File: src/rtl/lcd_delay_status.sv
// lcd_delay_status: formats the ADC alignment delays, DA reader run state and
// DIP setting as two 16-character ASCII rows and writes them to the LCD port.
// A refresh runs only when a displayed value changes, and a holdoff counter
// limits how often refreshes can start.
//
// Ports:
//   clkcomm, RST          clock, asynchronous active-low reset
//   ad1_delay, ad2_delay  ADC1/ADC2 alignment delays (clkcomm domain)
//   ad_valid_delay        valid-strobe delay (clkcomm domain)
//   reader_da_start       DA reader running flag (clkcomm domain)
//   dip                   raw DIP switches (asynchronous, synchronized here)
//   lcd_row/col/char/we   character write port, one lcd_we per character
//   lcd_update            one-cycle commit pulse after all 32 characters
//   lcd_busy              LCD driver busy; stalls lcd_we and lcd_update
module lcd_delay_status #(
  parameter logic [23:0] HOLDOFF = 24'd1_000_000
) (
  input  logic       clkcomm,
  input  logic       RST,
  input  logic [3:0] ad1_delay,
  input  logic [3:0] ad2_delay,
  input  logic [3:0] ad_valid_delay,
  input  logic       reader_da_start,
  input  logic [7:0] dip,
  output logic       lcd_row,
  output logic [3:0] lcd_col,
  output logic [7:0] lcd_char,
  output logic       lcd_we,
  output logic       lcd_update,
  input  logic       lcd_busy
);

  typedef enum logic [1:0] {
    S_IDLE   = 2'd0,
    S_WRITE  = 2'd1,
    S_UPDATE = 2'd2,
    S_WAIT   = 2'd3
  } state_t;

  state_t      state_q, state_d;
  logic [7:0]  dip_meta, dip_sync;
  logic [20:0] live, snap_q;
  logic        dirty_q;
  logic [4:0]  idx_q;
  logic [23:0] holdoff_q;
  logic        wait_cnt_q;
  logic        do_latch, do_write, do_update;
  logic [7:0]  char_d;

  // The synchronizer is deliberately left out of reset so it keeps tracking
  // the switches while RST is low; the refresh that starts on the first edge
  // after release then already shows the real DIP setting.
  always_ff @(posedge clkcomm) begin
    dip_meta <= dip;
    dip_sync <= dip_meta;
  end

  assign live = {ad1_delay, ad2_delay, ad_valid_delay, reader_da_start, dip_sync};

  // 0-9 -> '0'-'9', 10-15 -> 'A'-'F'
  function automatic logic [7:0] hex_ascii(input logic [3:0] n);
    if (n < 4'd10) return 8'h30 + {4'h0, n};
    else           return 8'h37 + {4'h0, n};
  endfunction

  // Character for the current index, taken from the snapshot only so that
  // input changes during a refresh never mix old and new text on the glass.
  always_comb begin
    char_d = 8'h20;
    if (!idx_q[4]) begin
      unique case (idx_q[3:0])
        4'd0:    char_d = "A";
        4'd1:    char_d = "1";
        4'd2:    char_d = "=";
        4'd3:    char_d = hex_ascii(snap_q[20:17]);
        4'd5:    char_d = "A";
        4'd6:    char_d = "2";
        4'd7:    char_d = "=";
        4'd8:    char_d = hex_ascii(snap_q[16:13]);
        4'd10:   char_d = "A";
        4'd11:   char_d = "V";
        4'd12:   char_d = "=";
        4'd13:   char_d = hex_ascii(snap_q[12:9]);
        default: char_d = 8'h20;
      endcase
    end else begin
      unique case (idx_q[3:0])
        4'd0:    char_d = "D";
        4'd1:    char_d = "A";
        4'd2:    char_d = ":";
        4'd3:    char_d = snap_q[8] ? "R" : "S";
        4'd4:    char_d = snap_q[8] ? "U" : "T";
        4'd5:    char_d = snap_q[8] ? "N" : "O";
        4'd6:    char_d = snap_q[8] ? 8'h20 : "P";
        4'd8:    char_d = "D";
        4'd9:    char_d = "I";
        4'd10:   char_d = "P";
        4'd11:   char_d = "=";
        4'd12:   char_d = hex_ascii(snap_q[7:4]);
        4'd13:   char_d = hex_ascii(snap_q[3:0]);
        default: char_d = 8'h20;
      endcase
    end
  end

  // FSM next-state and per-cycle strobes.
  always_comb begin
    state_d   = state_q;
    do_latch  = 1'b0;
    do_write  = 1'b0;
    do_update = 1'b0;
    unique case (state_q)
      S_IDLE: begin
        if (dirty_q && (holdoff_q == 24'd0)) begin
          do_latch = 1'b1;
          state_d  = S_WRITE;
        end
      end
      S_WRITE: begin
        if (!lcd_busy) begin
          do_write = 1'b1;
          if (idx_q == 5'd31) state_d = S_UPDATE;
        end
      end
      S_UPDATE: begin
        if (!lcd_busy) begin
          do_update = 1'b1;
          state_d   = S_WAIT;
        end
      end
      S_WAIT: begin
        // wait_cnt_q marks that the first WAIT cycle has passed
        if (wait_cnt_q && !lcd_busy) state_d = S_IDLE;
      end
      default: state_d = S_IDLE;
    endcase
  end

  always_ff @(posedge clkcomm or negedge RST) begin
    if (!RST) state_q <= S_IDLE;
    else      state_q <= state_d;
  end

  always_ff @(posedge clkcomm or negedge RST) begin
    if (!RST) begin
      snap_q     <= '0;
      dirty_q    <= 1'b1;
      idx_q      <= '0;
      holdoff_q  <= '0;
      wait_cnt_q <= 1'b0;
    end else begin
      // Latching the live inputs makes the snapshot match them, so dirty is
      // cleared even if a compare would have set it in the same cycle.
      if (do_latch) begin
        snap_q  <= live;
        dirty_q <= 1'b0;
      end else if ((state_q == S_IDLE) && (live != snap_q)) begin
        dirty_q <= 1'b1;
      end

      if (do_latch)      idx_q <= '0;
      else if (do_write) idx_q <= idx_q + 5'd1;

      if (do_update)                  holdoff_q <= HOLDOFF;
      else if (holdoff_q != 24'd0)    holdoff_q <= holdoff_q - 24'd1;

      if (do_update)               wait_cnt_q <= 1'b0;
      else if (state_q == S_WAIT)  wait_cnt_q <= 1'b1;
    end
  end

  // Registered LCD port; row/col/char hold their last values between writes.
  always_ff @(posedge clkcomm or negedge RST) begin
    if (!RST) begin
      lcd_row    <= 1'b0;
      lcd_col    <= 4'd0;
      lcd_char   <= 8'h20;
      lcd_we     <= 1'b0;
      lcd_update <= 1'b0;
    end else begin
      lcd_we     <= do_write;
      lcd_update <= do_update;
      if (do_write) begin
        lcd_row  <= idx_q[4];
        lcd_col  <= idx_q[3:0];
        lcd_char <= char_d;
      end
    end
  end

endmodule

File: config.mk
export PLATFORM = sky130hd
export DESIGN_NAME = lcd_delay_status
export DESIGN_NICKNAME = d
export VERILOG_FILES = /design/src/rtl/lcd_delay_status.sv
export SDC_FILE = /design/constraint.sdc
export NUM_CORES = 1
export LEC_CHECK = 0
export CAP_MARGIN = 20
export CORE_ASPECT_RATIO = 2
export CORE_MARGIN = 3
export CORE_UTILIZATION = 30
export DETAILED_ROUTE_END_ITERATION = 7
export DONT_BUFFER_PORTS = 1
export GPL_TIMING_DRIVEN = 1
export PLACE_DENSITY = 0.53
export SLEW_MARGIN = 5
export SYNTH_ARGS = -nofsm -noshare
export SYNTH_HDL_FRONTEND = slang
export SYNTH_SLANG_ARGS = --single-unit
File: constraint.sdc
create_clock -name clkcomm -period 2.7 [get_ports clkcomm]
set_clock_uncertainty 0.15 [all_clocks]
set_input_delay 0.54 -clock clkcomm [delete_from_list [all_inputs] [get_ports clkcomm]]
set_output_delay 0.54 -clock clkcomm [all_outputs]
set_load 0.02 [all_outputs]
### The metal 3 layer

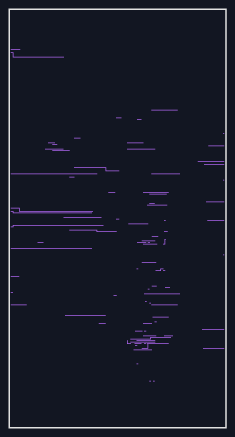
- nets with wire on the layer: 59
- main direction: horizontal

### Routed metal per tile

The die is cut into 19 by 36 equal tiles; black is low, pale yellow is high, scaled to the fullest tile. Values are wire area over tile area, all layers added.
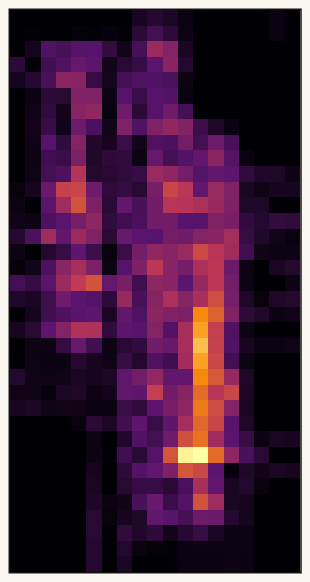
- nearly empty tiles: 29%
- fullest tile: 0.82
- tiles over half the peak: 5.0%
drt wl/cell: 19.10 um
WL final: 13,600 um
GRT Total Usage: 16.41%

### Wires at chosen ports, followed through buffers

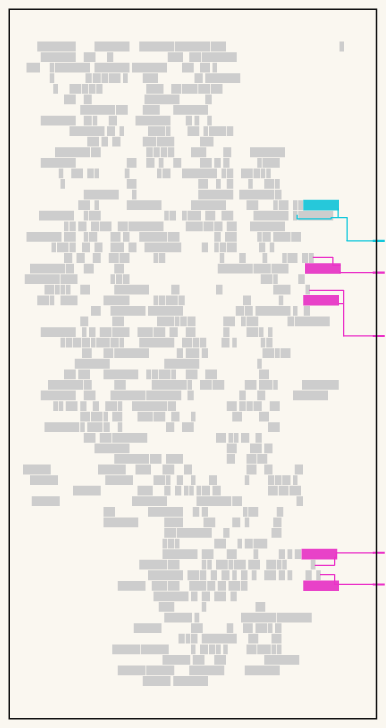
- magenta: lcd_col (bits 4; direction output; edge east; end cells 4; buffers 0; wire 81.5 um)
- cyan: lcd_row (bits 1; direction output; edge east; end cells 1; buffers 0; wire 29.2 um)

### Placement view

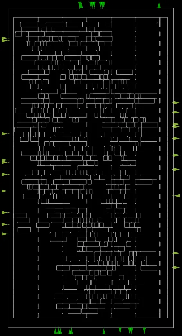
Tap Count: 195
final core utilization: 35.17%
row count: 63
FFs & Latches: 84

### Sequential cells colored by netlist name

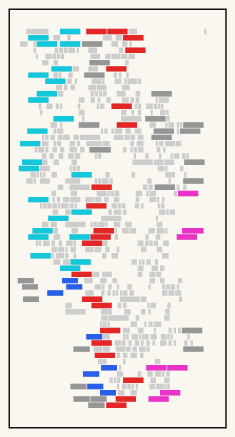
- blue: dip_sync (flops 8; where south)
- cyan: holdoff_q (flops 24)
- red: snap_q (flops 21)
- magenta: lcd_char (flops 7)

final timing paths:
kind                                             endpoint  slack, ns  cells after the start
worst min register to register        dip_sync[0]$_DFF_P_       0.18                      0
min in group asynchronous       holdoff_q[22]$_DFFE_PN0P_       0.58                      2
max in group asynchronous             dirty_q$_DFFE_PN1P_       1.49                      2
worst max-delay path              lcd_char[2]$_DFFE_PN0P_       0.13                      8
worst min-delay path                  dip_meta[4]$_DFF_P_       0.07                      0
worst max register to register    lcd_char[2]$_DFFE_PN0P_       0.13                      8
power breakdown:
group | internal [mW] | total, mW | switching [mW] | leakage (nW)
clock | 0.655 | 1.19 | 0.536 | 0.135
combinational | 0.0141 | 0.0451 | 0.0311 | 0.972
sequential | 1.27 | 1.27 | 0.00539 | 0.923
logic make-up after synthesis:
group | count (synthesis) | share of synthesized area (%)
AOI/OAI and AO/OA | 114 | 15.57
xor gates and xnor gates | 48 | 9.037
adders and majority gates | 16 | 4.303
buffers and inverters | 55 | 4.868
DFF | 84 | 43.52
muxes | 12 | 2.878
other | 1 | 0.08061
and+or+nand+nor | 177 | 19.74
area by class of cell:
class	instances	area [um2]	share of cell area (%)
clock inverter	6	46.29	0.8789
timing repair buffer	25	222.7	4.228
sequential	84	2024	38.43
inverter	24	90.09	1.710
clock buffer	10	239.0	4.537
tap	195	244.0	4.632
multi-input combinational	368	2401	45.58
state kept, by name (all words and copies together), names as in the netlist:
| name | cells |
|---|---|
| lcd_col | 4 |
| lcd_update | 1 |
| dip_meta | 8 |
| lcd_char | 7 |
| lcd_row | 1 |
| dip_sync | 8 |
| lcd_we | 1 |
| holdoff_q | 24 |
| dirty_q | 1 |
| snap_q | 21 |
| wait_cnt_q | 1 |
| idx_q | 5 |
| state_q | 2 |
==> flow_summary.toml <==
# generated from flow reports
[run_status]
status = "completed"

[cells_and_area]
diodes = 0
fin_area_mm2 = 0.005268
fin_cells = 712
drive_gt1_share_pct = 11.41
fin_nets = 552
layout_top_cells = "dfrtp_1, nand2_1, nor2_1"
syn_to_final_growth_pct = 13.23

[floorplanning]
io_pins = 39
core-area_mm2 = 0.01498
die_area_mm2 = 0.01713
die_w_um = 94.05
fp.dieH_um = 182.1

[placement]
placedCellCount = 694
post-place-ws_ns = 0.1504

[synth]
ys_area_mm2 = 0.004652
largest_area_cell = "dfrtp_1"
common_cells = "dfrtp_1, nand2_1, nor2_1, o21ai_0, a21oi_1"
yosysTopAreaCellShare_pct = 35.50
ys.flop_type = "dfrtp_1"
yosys_warnings = 0
syn_avg_cell_area_um2 = 9.175
ys_types = 60
ys_cells = 507
topCellsByArea = "dfrtp_1, dfxtp_1, xnor2_1, ha_1, xor2_1"
synthesis.nets = 547
synthArstFlopShare_pct = 80.95
ys_ff = 84
yosys.stat.seqShare_pct = 43.52

[final_timing]
setup_viol = 0
rsz0062_at_grt = "no"
period_used_pct = 95.32
fmax_mhz = 388.6
slew_headroom_pct = 48.50
final-max-slew-violation-count = 0
finalHoldViolations = 0
worstMarginPinSlew_ns = 0.7654

[detailed_routing]
firstDrtPassIters = 6
wl_met2_um = 7857
drc = 0
ant_nets = 0
top_layer = "met4"
num_vias = 3761

[clocking]
hold_buffers = 2
clk_latency_ns = 0.34
clockBufferDepth = 2
postCtsSetupRepairBufs = 0
numCtsBuffers = 9
cts_max_level = 3
cts_tree = "yes"
cts.clk_slew.worst_paths_ns = 0.07

[worst_setup_path]
start_kind = "flop"
slowest_delay_ns = 0.59
path_buffers = 2
path_max_fanout = 12
endpoint_kind = "flop"
cp_slowest_cell = "nor4_1"
r2r-start = "idx_q[0]$_DFFE_PN0P_"

[worst_hold_path]
worstHoldStart = "dip[4]"
min_path_type = "input pin to flop"

[global_routing]
grt_pass1_wl_um = 21220
grt.overflow.total = 0
met2_usage_pct = 31.99

[flow_run]
max_cap_violations = 0

[pwr]
pwr_density_cell_mw_per_mm2 = 476.4
power_leakage_nw = 2.031
No activity file was given, so power comes from the tool's default toggle rates.
